Run 1, clock network drawn from the DEF:
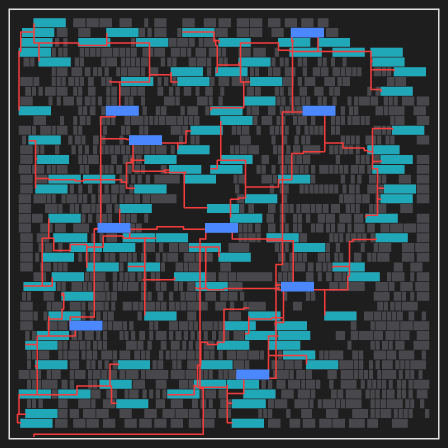
Run 1, register map, names as in the netlist:
Scale bar: 20 um.
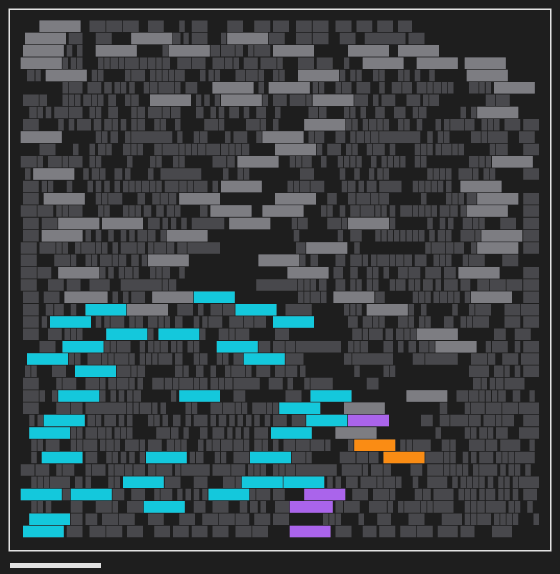
Run 1, sizing map:
Scale bar: 20 um.
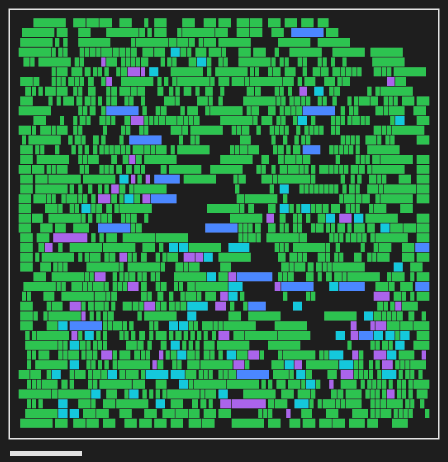
Design pipe_hazard_ctrl_flat, sky130hd; sources not shown.
==> run summary, run 1 <==
Entry: Yosys synthesis followed by OpenROAD place and route.

Run:
- The run reported a max-capacitance violation count of 0.
- The run puts the tally of OpenROAD warnings at 28.

Global routing:
- The run puts the pin count of the biggest net entering global routing at 61.
- After global routing the overflow that remains totals 0.
- The run gives the via count of the first global-routing pass as 6776.

Place:
- The run gives the final weighted congestion in routability-driven placement as 0.986.

Timing:
- The run puts the final-report max-slew violation count at 0.
- The run gives the count of endpoints failing setup in the final report as 0.

Routing:
- The run puts the via total after detailed routing at 7158.
- The run gives the violation count after the first detailed-route iteration as 497.
- The run gives the residual antenna-violating net count after detailed routing as 0.
- The run puts the number of detailed-routing iterations run before antenna repair at 5.
- The run gives the DRC violations left as 0.

CTS:
- The run puts the number of H-tree branching levels at 3.

Finish:
- The run gives the number of antenna cells inserted as 0.
- The run puts the share of final-layout standard cells stronger than drive strength 1 at 11.2%.

Floorplanning:
- The run gives the area of the die as 14200 sq um.
- The run puts the horizontal die dimension at 119 um.

Yosys:
- The cell-mix breakdown from Yosys lists the adder-cell area share as 0.544%.
- The run puts the fraction of synthesized cell area taken by the top area cell type at 37.0%.
- For this run, the register share of the synthesized area comes to 37.4%.
- The run gives the number of cells in the yosys synthesis report as 998.
- sky130_fd_sc_hd__dfrtp_1 takes more of the synthesized area than any other cell.
- The run puts the post-synthesis register bit count at 103.
- The run puts the share of synthesized registers carrying an async set or reset at 100%.
- The synthesized netlist handed to floorplanning was reported with a cell count of 998.
- Of the total synthesized cell area, the portion taken by XOR and XNOR cells is 9.78%.

Power and ir drop:
- The run gives the leakage power total as 4.28 nW.
- The run puts the total power after layout at 7.13 mW.

Outcome:
- The run finished with clean final reports.

Setup path:
- The run puts the reg-to-reg setup timing slack at 0.13 ns.
- The run puts the maximum net fanout on the critical path at 4.
- The run puts the arrival time at the worst endpoint at 1.60 ns.
- Among all stages on the critical path, the largest delay is contributed by sky130_fd_sc_hd__dlygate4sd2_1.
## Picture notes: 'clock network drawn from the DEF'
clock wires -> red  # length 1370 um
flip-flops -> cyan  # count 103
clock drivers -> blue  # count 9
routed clock nets = 10
flops lie = all over the die
final worst clock skew: 0.00682 ns
clock latency of the later-clocked register in the worst-skew pair: 0.36 ns
part of the total power dissipated in the clock network: 22.5%

## Picture notes: 'register map, names as in the netlist'
`u_core.bus.cpu_stat` -> purple  # sequential cells 4, where south
`u_core.state` -> orange  # sequential cells 2
`u_core.bus.cyc_cnt` -> cyan  # sequential cells 32
not colored = 65
combined flip-flop and latch cell area: 2580 sq um
fraction of standard cell area that is sequential: 27.9%
power of the sequential group: 2.57 mW
post-layout utilization of the core: 70.7%

## Picture notes: 'sizing map'
_3 and _4 cells -> cyan  # cells 62, most used buf_4
_6 and larger -> blue  # cells 18, most used clkbuf_16
_2 cells -> purple  # cells 53
_0 and _1 cells -> green  # cells 1059, most used nand2_1
Worst Slack Setup Final: 0.0814 ns
non-clock buffer total of the final layout: 202
growth of design area from synthesis to finish: 34.1%
Final Cell Area: 9250 sq um

-- run 1: metrics by stage --
step | utilization, % | hold WS [ns] | instances | cell area, sq um | setup TNS, ns
2_1_floorplan | - | 0.124 | 998 | 6900 | 0
3_3_place_gp | 67.6 | 0.254 | 1347 | 8840 | -5.92
3_5_place_dp | 67.8 | 0.254 | 1348 | 8870 | -7.60
4_1_cts | 69.8 | 0.237 | 1365 | 9140 | -0.134
5_1_grt | 70.7 | 0.284 | 1368 | 9250 | -0.0795
6_report | 70.7 | 0.237 | 1368 | 9250 | 0
-- run 1: timing repair --
item | in CTS | in global routing
resized | 37 | 34
setup buffers | 0 | 3
hold endpoints to repair | 6 | 0
pin swaps | 0 | 13
hold buffers | 1 | 0
setup endpoints to repair | 7 | 37
-- run 1: worst register-to-register path, delay by kind of cell, from the launching register on --
kind                   cells  cell delay, ns
buffers and inverters      2            0.25
AOI/OAI and AO/OA          1            0.08
and+or+nand+nor            6            1.11
DFF                        1            0.44
-- run 1: routing by layer --
layer | vias up | GRT usage (%) | part of all wire [%]
li1 | 3544 | - | -
met1 | 3315 | 38.3 | 45
met2 | 265 | 43.3 | 47
met3 | 34 | 3.88 | 6.7
met4 | 0 | 10.7 | 2.1
met5 | - | 0 | 0
-- run 1: layout make-up --
cell class	instances	area (sq um)
repair buffers	202	1960
well taps	176	220
flip-flops and latches	103	2580
clock inverters	4	20.0
fillers	1069	3830
inverters	103	387
clock buffers	12	256
multi-input cells	768	3830
-- run 1: power groups by stage --
stage / sequential [mW] / clock, mW / combinational, mW
2_1_floorplan: 2.94 / 0 / 1.30
3_3_place_gp: 2.59 / 0 / 2.82
3_5_place_dp: 2.60 / 0 / 2.93
4_1_cts: 2.56 / 1.64 / 2.93
5_1_grt: 2.61 / 1.71 / 3.21
6_report: 2.57 / 1.60 / 2.96
-- run 1: placed cells by master, fill, tap and decap left out, drive strengths merged --
cell and instances:
ha 3, nand4 49, clkdlybuf4s50 120, nand3 42, nor2 110, inv 103, and3 1, a21oi 4
dfstp 1, dlygate4sd2 4, nor3b 2, xnor2 19, nand2 380, or2 1, o21a 1, o21ai 37
clkbuf 12, dfrtp 102, a22oi 1, nor3 50, nand3b 4, a211oi 1, nor4b 1, clkinv 4
xor2 58, dlymetal6s2s 14, dlygate4sd3 1, buf 63, nor4 4
-- run 1: kinds of logic after synthesis --
group,Yosys count
compound gates,44
fa+ha+maj,3
xor+xnor,77
buf+inv,127
flops,103
simple gates,644
==> run 1 -> run 2 <==
RECOVER_POWER = 50   (was not set)
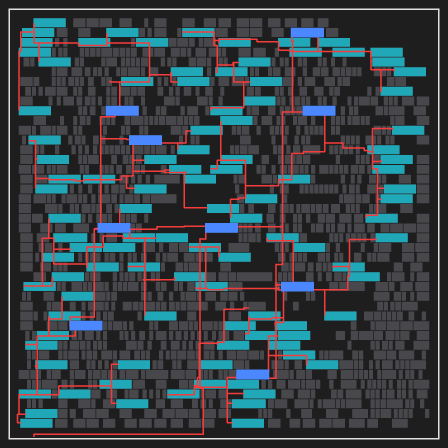
Run 2: clock network drawn from the DEF
clock wires -> red  # length 1360 um
clock drivers -> blue  # count 9
flip-flops -> cyan  # count 103
routed clock nets = 10
flops lie = all over the die
part of the total power dissipated in the clock network: 22.7%
final worst clock skew: 0.00652 ns
P_clk: 1.60 mW

==> run summary, run 2 <==
Entry: Yosys synthesis followed by OpenROAD place and route.

Outcome:
- The flow ran to the end, but the final reports show violations.
- The final reports fail on capacitance limit, slew limit.

Timing:
- The final worst-path setup slack is 0.0788 ns (-0.00260 ns).
- The run gives the count of endpoints failing setup in the final report as 0 (unchanged).
- The run puts the final-report max-slew violation count at 61 (+61).

Yosys:
- The run gives the fraction of synthesized cell area taken by the top area cell type as 37.0% (unchanged).
- The proportion of synthesized chip area in sequential cells came to 37.4% (unchanged).
- The share of synthesized registers carrying an async set or reset came to 100% (unchanged).
- The run gives the post-synthesis register bit count as 103 (unchanged).
- The largest total area in the synthesized netlist belongs to sky130_fd_sc_hd__dfrtp_1.

Setup path:
- The arrival time at the worst endpoint came to 1.60 ns (about the same).
- The reg-to-reg setup timing slack came to 0.11 ns (-0.02 ns).

Global routing:
- The total congestion overflow was 0 (unchanged).
- The run puts the pin count of the biggest net entering global routing at 61 (unchanged).

Finish:
- The top cell types in the final layout, fill and taps aside, are sky130_fd_sc_hd__nand2_1, sky130_fd_sc_hd__dfrtp_1, sky130_fd_sc_hd__nor2_1, sky130_fd_sc_hd__inv_1, sky130_fd_sc_hd__clkdlybuf4s50_1.
- The run puts the cell area after layout at 9230 sq um (-0.20%).
- The run puts the area added between synthesis and finish at 33.8%.
- The run puts the number of antenna cells inserted at 0 (unchanged).

Power and ir drop:
- The leakage power total is 4.37 nW (+2.0%).

Routing:
- The run puts the via total after detailed routing at 7175 (+0.24%).
- The run gives the number of detailed-routing iterations run before antenna repair as 6 (+1).
- The run puts the violation count after the first detailed-route iteration at 519 (+4.4%).
- The residual antenna-violating net count after detailed routing is 0 (unchanged).

CTS:
- The run gives the number of H-tree branching levels as 3 (unchanged).

Run:
- The run gives the number of violations of the max-capacitance limit as 1 (+1).

Place:
- The run puts the final weighted congestion in routability-driven placement at 0.986 (unchanged).
run 2: cells by family after synthesis:
logic type | count (synthesis) | share of synthesized area (%)
simple gates | 644 | 40.4
xor+xnor | 77 | 9.78
flops | 103 | 37.4
buf+inv | 127 | 7.94
compound gates | 44 | 3.95
fa+ha+maj | 3 | 0.544
run 2: what timing repair did:
action                                  CTS  global route
gates resized                            37            34
pin swaps                                 0            13
endpoints found under the hold margin     6             0
hold buffers                              1             0
setup buffers                             0             3
endpoints found under the setup margin    7            37
run 2: cell type report:
class	instances	area, sq um
sequential	103	2580
timing repair buffer	202	1950
tap	176	220
fill	1075	3850
inverter	103	387
clock inverter	4	20.0
multi-input combinational	768	3820
clock buffer	12	256
run 2: worst max-delay path, stage by stage:
cell and delay [ns]:
sky130_fd_sc_hd__dlygate4sd2_1 0.28, sky130_fd_sc_hd__inv_1 0.08, sky130_fd_sc_hd__nand2_1 0.06, sky130_fd_sc_hd__nand2_1 0.05, sky130_fd_sc_hd__nor2_1 0.11, sky130_fd_sc_hd__nand2_1 0.07, sky130_fd_sc_hd__nand2_1 0.09, sky130_fd_sc_hd__nand2_2 0.09
sky130_fd_sc_hd__nand2_1 0.08, sky130_fd_sc_hd__nand2_1 0.07, sky130_fd_sc_hd__nand2_1 0.10, sky130_fd_sc_hd__buf_6 0.12
run 2: per-stage QoR:
stage | cells | hold slack [ns]
2_1_floorplan | 998 | 0.124
3_3_place_gp | 1347 | 0.254
3_5_place_dp | 1348 | 0.254
4_1_cts | 1365 | 0.237
5_1_grt | 1368 | 0.393
6_report | 1368 | 0.373
run 2: per-layer routing:
metal,share of wire (%),vias up,track usage (%)
li1,-,3544,-
met1,44,3323,38.3
met2,46,272,43.3
met3,7.0,36,3.88
met4,2.1,0,10.7
met5,0,-,0
run 2: power by group:
group	internal (mW)	total, mW	switching (mW)
Sequential	2.28	2.57	0.287
Combinational	1.15	2.91	1.76
Clock	0.862	1.60	0.743
Power and IR drop assume default switching activity.
